**Run 1: gate-type map**

Scale bar: 20 um.
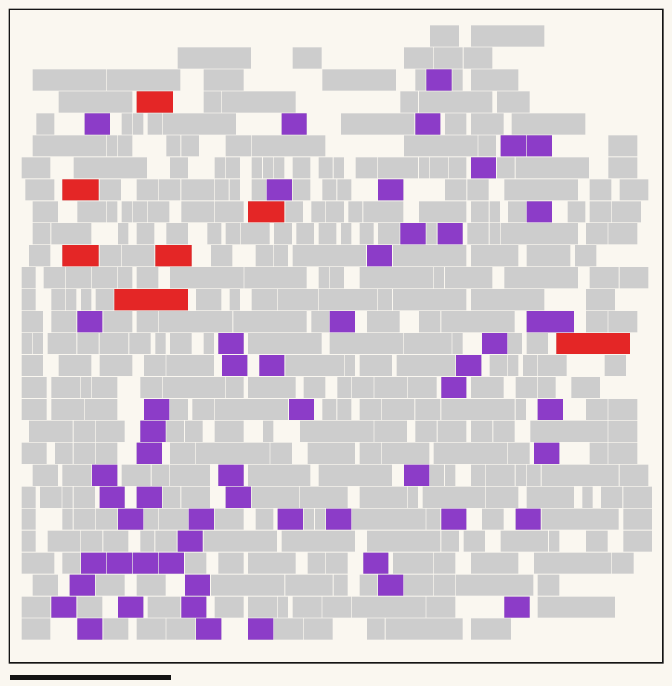
**Run 1: drive-strength map**

Scale bar: 20 um.
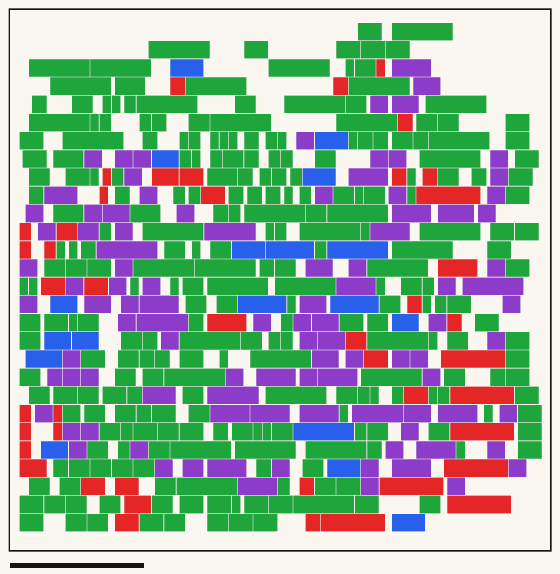
**Run 1: placement by cell class**

Scale bar: 20 um.
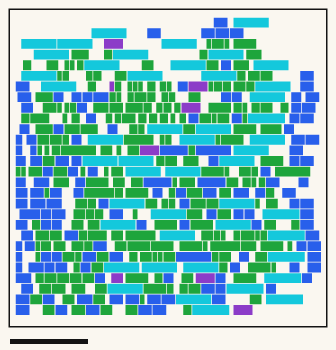
Design pipe_hazard_ctrl, sky130hd; sources not shown.
==> ds_physical_params.txt, run 1 <==
Physical implementation characteristics

Parameter                              Value

Detailed routing
  Met3 WL .................. 417 um
  First-pass iteration count of the detailed router .................. 4
  Number of antenna-violating nets in the routed design .................. 0
  Metal2 WL .................. 4.25 mm

Power
  Part of the power in registers .................. 0.296
  Power share of the clock group .................. 0.163
  Worst supply voltage drop on vdd .................. 1130 uV
  Clock network power .................. 0.590 mW
  Share of total power in combinational logic .................. 0.541
  Max power group .................. combinational logic
  Cell internal power dissipation .................. 2.19 mW
  Power in sequential cells .................. 1.07 mW

Clocking
  Clock slew seen by the registers of the worst setup and hold paths .................. 90 ps
  # resized after CTS .................. 115
  CTS root buf .................. sky130_fd_sc_hd__clkbuf_8
  Post-cts hold buffer count .................. 0

Logic synthesis
  Largest logic family .................. simple AND/OR/NAND/NOR gates
  Area fraction in full adders, half adders and majority gates .................. 0.0321
  Post-synthesis cell type with the largest instance count .................. sky130_fd_sc_hd__dfrtp_1
  Cell variety after synth .................. 37
  Top cell types by occurrence after synthesis .................. sky130_fd_sc_hd__dfrtp_1, sky130_fd_sc_hd__xor2_1, sky130_fd_sc_hd__nor2_1, sky130_fd_sc_hd__nor3_1, sky130_fd_sc_hd__nand2_1
  Area share of and/or/nand/nor cells after synthesis .................. 0.239

Place
  Post-placement cell area .................. 0.00398 sq mm
  Inst Count DP .................. 481
  Gp weighted congestion .................. 0.850

STA
  Count of final setup violators .................. 30
  Clock Skew .................. 11.9 ps
  Hold slack .................. 421 ps
  Setup TNS .................. -2970 ps
  Worst setup slack after layout .................. -208 ps
  RSZ-0062 raised after global routing .................. yes

Setup path
  Nature of the critical path endpoint .................. output port
  Worst setup path class .................. primary input to output port
  Data arrival time at the worst-slack endpoint .................. 1890 ps
  Cell depth of the worst flop-to-flop path .................. 8
  Endpoint required time on the critical path .................. 1680 ps
  Register-to-Register Setup Slack .................. -200 ps

GRT
  Pin count of the biggest net entering global routing .................. 30
  Met2 track utilization from global routing .................. 0.447
  Total Routing Usage GR .................. 0.239
  Vias in the first global route .................. 2708
  Global routing met3 resource utilization .................. 0.0461

Layout
  Multi-input gate area in the final layout .................. 0.00182 sq mm
  Sequential Area .................. 0.00119 sq mm
  Dominant logic cell types in the final layout .................. sky130_fd_sc_hd__buf_4, sky130_fd_sc_hd__xor2_1, sky130_fd_sc_hd__clkdlybuf4s50_1
  Share of layout cells above drive strength 1 .................. 0.382
  Fill cell total of the finished layout .................. 402
  N_diodes .................. 0
  Flip-flop count of the largest register, all copies and words added .................. 32

Outcome
  Result of the run .................. complete, but fails checks
  Violations in the final reports .................. negative setup slack

Floorplan
  Vertical die dimension .................. 80.8 um
  Die width .................. 80.8 um
  Top-Level Pins .................. 73

Flow run
  Number of maximum-capacitance violations .................. 0
Notes on 'gate-type map' above:
family	color	cells
fa/ha/maj cells	red	7
xor and xnor cells	purple	56
combinational fraction of the cell area: 0.403
most frequent logic cell in the layout: sky130_fd_sc_hd__buf_4

Notes on 'drive-strength map' above:
size	color	cells
x6 and larger	blue	18
x3 and x4	purple	100
x1 and smaller	green	262
x2	red	44
area overhead of the layout relative to synthesis: 65.5%
post-route cell area: 0.00452 sq mm
worst setup slack after layout: -208 ps
buffer count excluding the clock tree in the final layout: 138

Notes on 'placement by cell class' above:
class	color	cells	share of their area
remaining logic cells	green	231	43%
registers	cyan	47	27%
clock drivers and dummy loads	purple	8	2.1%
remaining buffers and delay cells	blue	138	28%
final cell utilization of the core: 0.758
# rows: 28
Core ar.: 0.00596 sq mm
sequential share of cell area: 0.263

-- run 1: critical path, cell delays in order --
cell and delay, ps:
sky130_fd_sc_hd__clkdlybuf4s15_1 220, sky130_fd_sc_hd__xor2_1 180, sky130_fd_sc_hd__or4b_4 540, sky130_fd_sc_hd__nand2_4 90
sky130_fd_sc_hd__nor2_4 50, sky130_fd_sc_hd__buf_6 110, sky130_fd_sc_hd__a21oi_2 120, sky130_fd_sc_hd__buf_4 150
-- run 1: cell type report --
cell class | instances | share of cell area
multi-input combinational | 215 | 0.403
clock buffer | 7 | 0.0191
sequential | 47 | 0.263
clock inverter | 1 | 0.00194
inverter | 16 | 0.0139
timing repair buffer | 138 | 0.278
tap | 75 | 0.0208
**Run 1: routing congestion map**

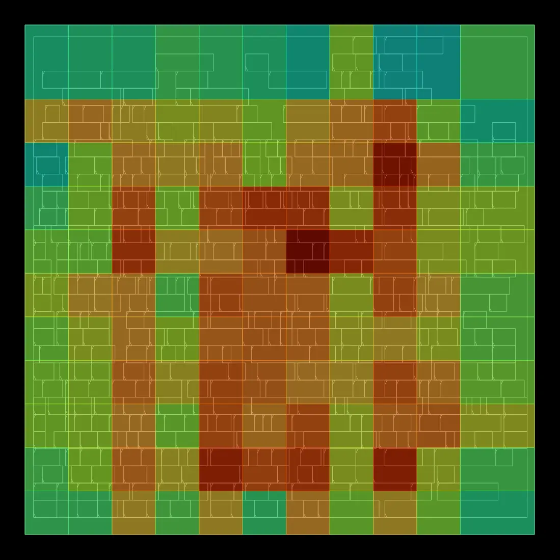

==> run 2: changes to the inputs <==
--- a/config.mk
+++ b/config.mk
@@ -6,9 +6,10 @@
 export NUM_CORES = 1
 export LEC_CHECK = 0
 export CAP_MARGIN = 15
-export CORE_UTILIZATION = 44
+export CORE_UTILIZATION = 45
+export CTS_BUF_LIST = sky130_fd_sc_hd__clkbuf_8
 export DETAILED_ROUTE_END_ITERATION = 8
-export PLACE_DENSITY = 0.84
+export PLACE_DENSITY = 0.85
 export SYNTH_ARGS = -nofsm -noshare
 export SYNTH_HDL_FRONTEND = slang
 export SYNTH_SLANG_ARGS = --single-unit
**Run 2: routing congestion map**

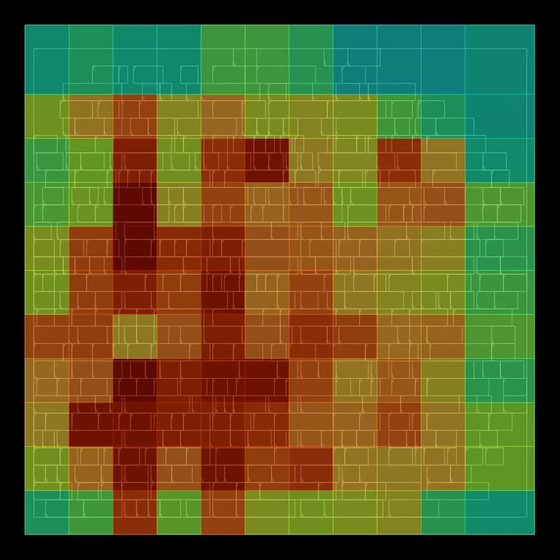
global route hottest layer: met2
final cell utilization of the core: 0.813
detailed-route wire length per cell: 18.9 um
global routing met3 resource utilization: 0.0491

**Run 2: gate-type map**

Scale bar: 20 um.
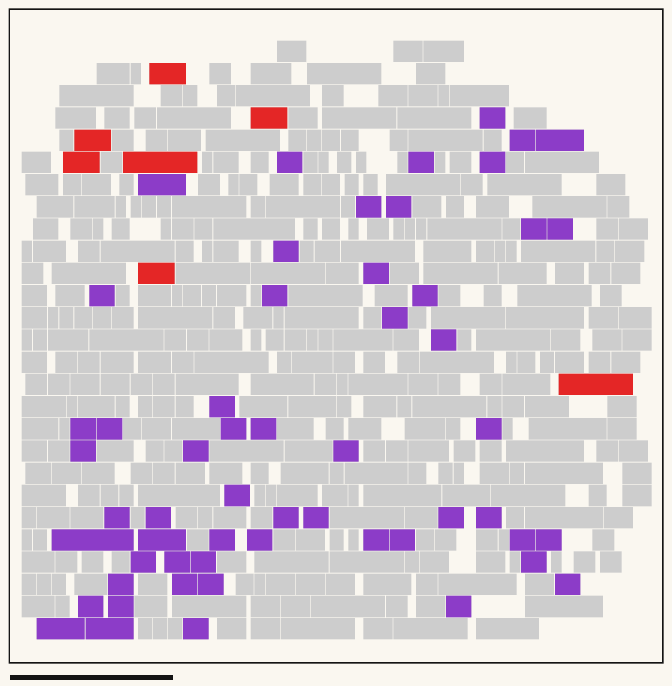
family	color	cells
fa/ha/maj cells	red	7
xor and xnor cells	purple	56
Post-Layout Cell Count: 502
combinational fraction of the cell area: 0.407

==> ds_physical_params.txt, run 2 <==
Physical implementation characteristics

Parameter                              Value

Outcome
  Result of the run .................. complete, but fails checks (unchanged)
  Violations in the final reports .................. negative setup slack (unchanged)

STA
  Worst Tran Pin Value .................. 693 ps (was 534 ps)
  Worst setup slack after layout .................. -229 ps (was -208 ps)
  Clock Skew .................. 9.51 ps (was 11.9 ps)
  RSZ-0062 raised after global routing .................. yes (unchanged)
  Count of final setup violators .................. 36 (was 30)
  Setup TNS .................. -3870 ps (was -2970 ps)

Logic synthesis
  Area share of and/or/nand/nor cells after synthesis .................. 0.239 (unchanged)
  Cell variety after synth .................. 37 (unchanged)
  Area fraction in full adders, half adders and majority gates .................. 0.0321 (unchanged)
  Largest logic family .................. simple AND/OR/NAND/NOR gates (unchanged)
  Post-synthesis cell type with the largest instance count .................. sky130_fd_sc_hd__dfrtp_1 (unchanged)
  Top cell types by occurrence after synthesis .................. sky130_fd_sc_hd__dfrtp_1, sky130_fd_sc_hd__xor2_1, sky130_fd_sc_hd__nor2_1, sky130_fd_sc_hd__nor3_1, sky130_fd_sc_hd__nand2_1 (unchanged)

Layout
  N_diodes .................. 0 (unchanged)
  Fill cell total of the finished layout .................. 300 (was 402)
  Multi-input comb cells .................. 216 (was 215)
  Share of layout cells above drive strength 1 .................. 0.428 (was 0.382)
  Multi-input gate area in the final layout .................. 0.00188 sq mm (was 0.00182 sq mm)
  Sequential share of cell area .................. 0.257 (was 0.263)
  Cell class with the largest area share .................. multi-input combinational cells (unchanged)
  Sequential Area .................. 0.00119 sq mm (unchanged)
  Area overhead of the layout relative to synthesis .................. 69.1% (was 65.5%)
  Buffer count excluding the clock tree in the final layout .................. 143 (was 138)
  Number of ordinary inverters in the final layout .................. 16 (unchanged)
  Signal buffers share of area .................. 0.282 (was 0.278)
  Dominant logic cell types in the final layout .................. sky130_fd_sc_hd__buf_4, sky130_fd_sc_hd__xor2_1, sky130_fd_sc_hd__dfrtp_1 (was sky130_fd_sc_hd__buf_4, sky130_fd_sc_hd__xor2_1, sky130_fd_sc_hd__clkdlybuf4s50_1)
  Most frequent logic cell in the layout .................. sky130_fd_sc_hd__buf_4 (unchanged)

Power
  Share of total power in combinational logic .................. 0.566 (was 0.541)
  Clock network power .................. 0.601 mW (was 0.590 mW)
  Cell internal power dissipation .................. 2.31 mW (was 2.19 mW)
  Power share of the clock group .................. 0.156 (was 0.163)
  Max power group .................. combinational logic (unchanged)

Clocking
  Clock slew seen by the registers of the worst setup and hold paths .................. 100 ps (was 90 ps)
  # resized after CTS .................. 113 (was 115)
  CTS root buf .................. sky130_fd_sc_hd__clkbuf_8 (unchanged)
  Post-cts hold buffer count .................. 0 (unchanged)

Floorplan
  Vertical die dimension .................. 79.9 um (was 80.8 um)
  Top-Level Pins .................. 73 (unchanged)
  Die width .................. 79.9 um (was 80.8 um)
  # rows .................. 27 (was 28)
  Number of well-tap cells placed .................. 72 (was 75)
  Core ar. .................. 0.00568 sq mm (was 0.00596 sq mm)

Detailed routing
  Number of antenna-violating nets in the routed design .................. 0 (unchanged)

Setup path
  Worst setup path class .................. primary input to flip-flop (was primary input to output port)
  Nature of the critical path endpoint .................. flip-flop (was output port)
  Data arrival time at the worst-slack endpoint .................. 2550 ps (was 1890 ps)
  Cell depth of the worst flop-to-flop path .................. 5 (was 8)
  Register-to-Register Setup Slack .................. -170 ps (was -200 ps)
  Endpoint required time on the critical path .................. 2320 ps (was 1680 ps)

Place
  Inst Count DP .................. 474 (was 481)
  Gp weighted congestion .................. 0.856 (was 0.850)

Flow run
  Number of maximum-capacitance violations .................. 0 (unchanged)

GRT
  Pin count of the biggest net entering global routing .................. 48 (was 30)
  Vias in the first global route .................. 2881 (was 2708)
  Total Routing Usage GR .................. 0.271 (was 0.239)
run 2: cell counts after synthesis:
Identical to the previous run, type by type.
run 2: critical path, cell delays in order:
cell	delay (ps)
sky130_fd_sc_hd__buf_8	80
sky130_fd_sc_hd__inv_4	30
sky130_fd_sc_hd__a222oi_1	340
sky130_fd_sc_hd__or4b_4	550
sky130_fd_sc_hd__buf_4	170
sky130_fd_sc_hd__a21oi_4	170
sky130_fd_sc_hd__buf_6	130
sky130_fd_sc_hd__o31ai_4	140
sky130_fd_sc_hd__nor4_2	310
sky130_fd_sc_hd__xor2_1	210
run 2: metal layers:
metal / track usage / vias up / part of all wire
li1: - / 1275 / -
met1: 0.307 / 1428 / 0.36
met2: 0.497 / 155 / 0.53
met3: 0.0491 / 47 / 0.061
met4: 0.109 / 0 / 0.050
met5: 0 / - / 0
Power and IR drop assume default switching activity.
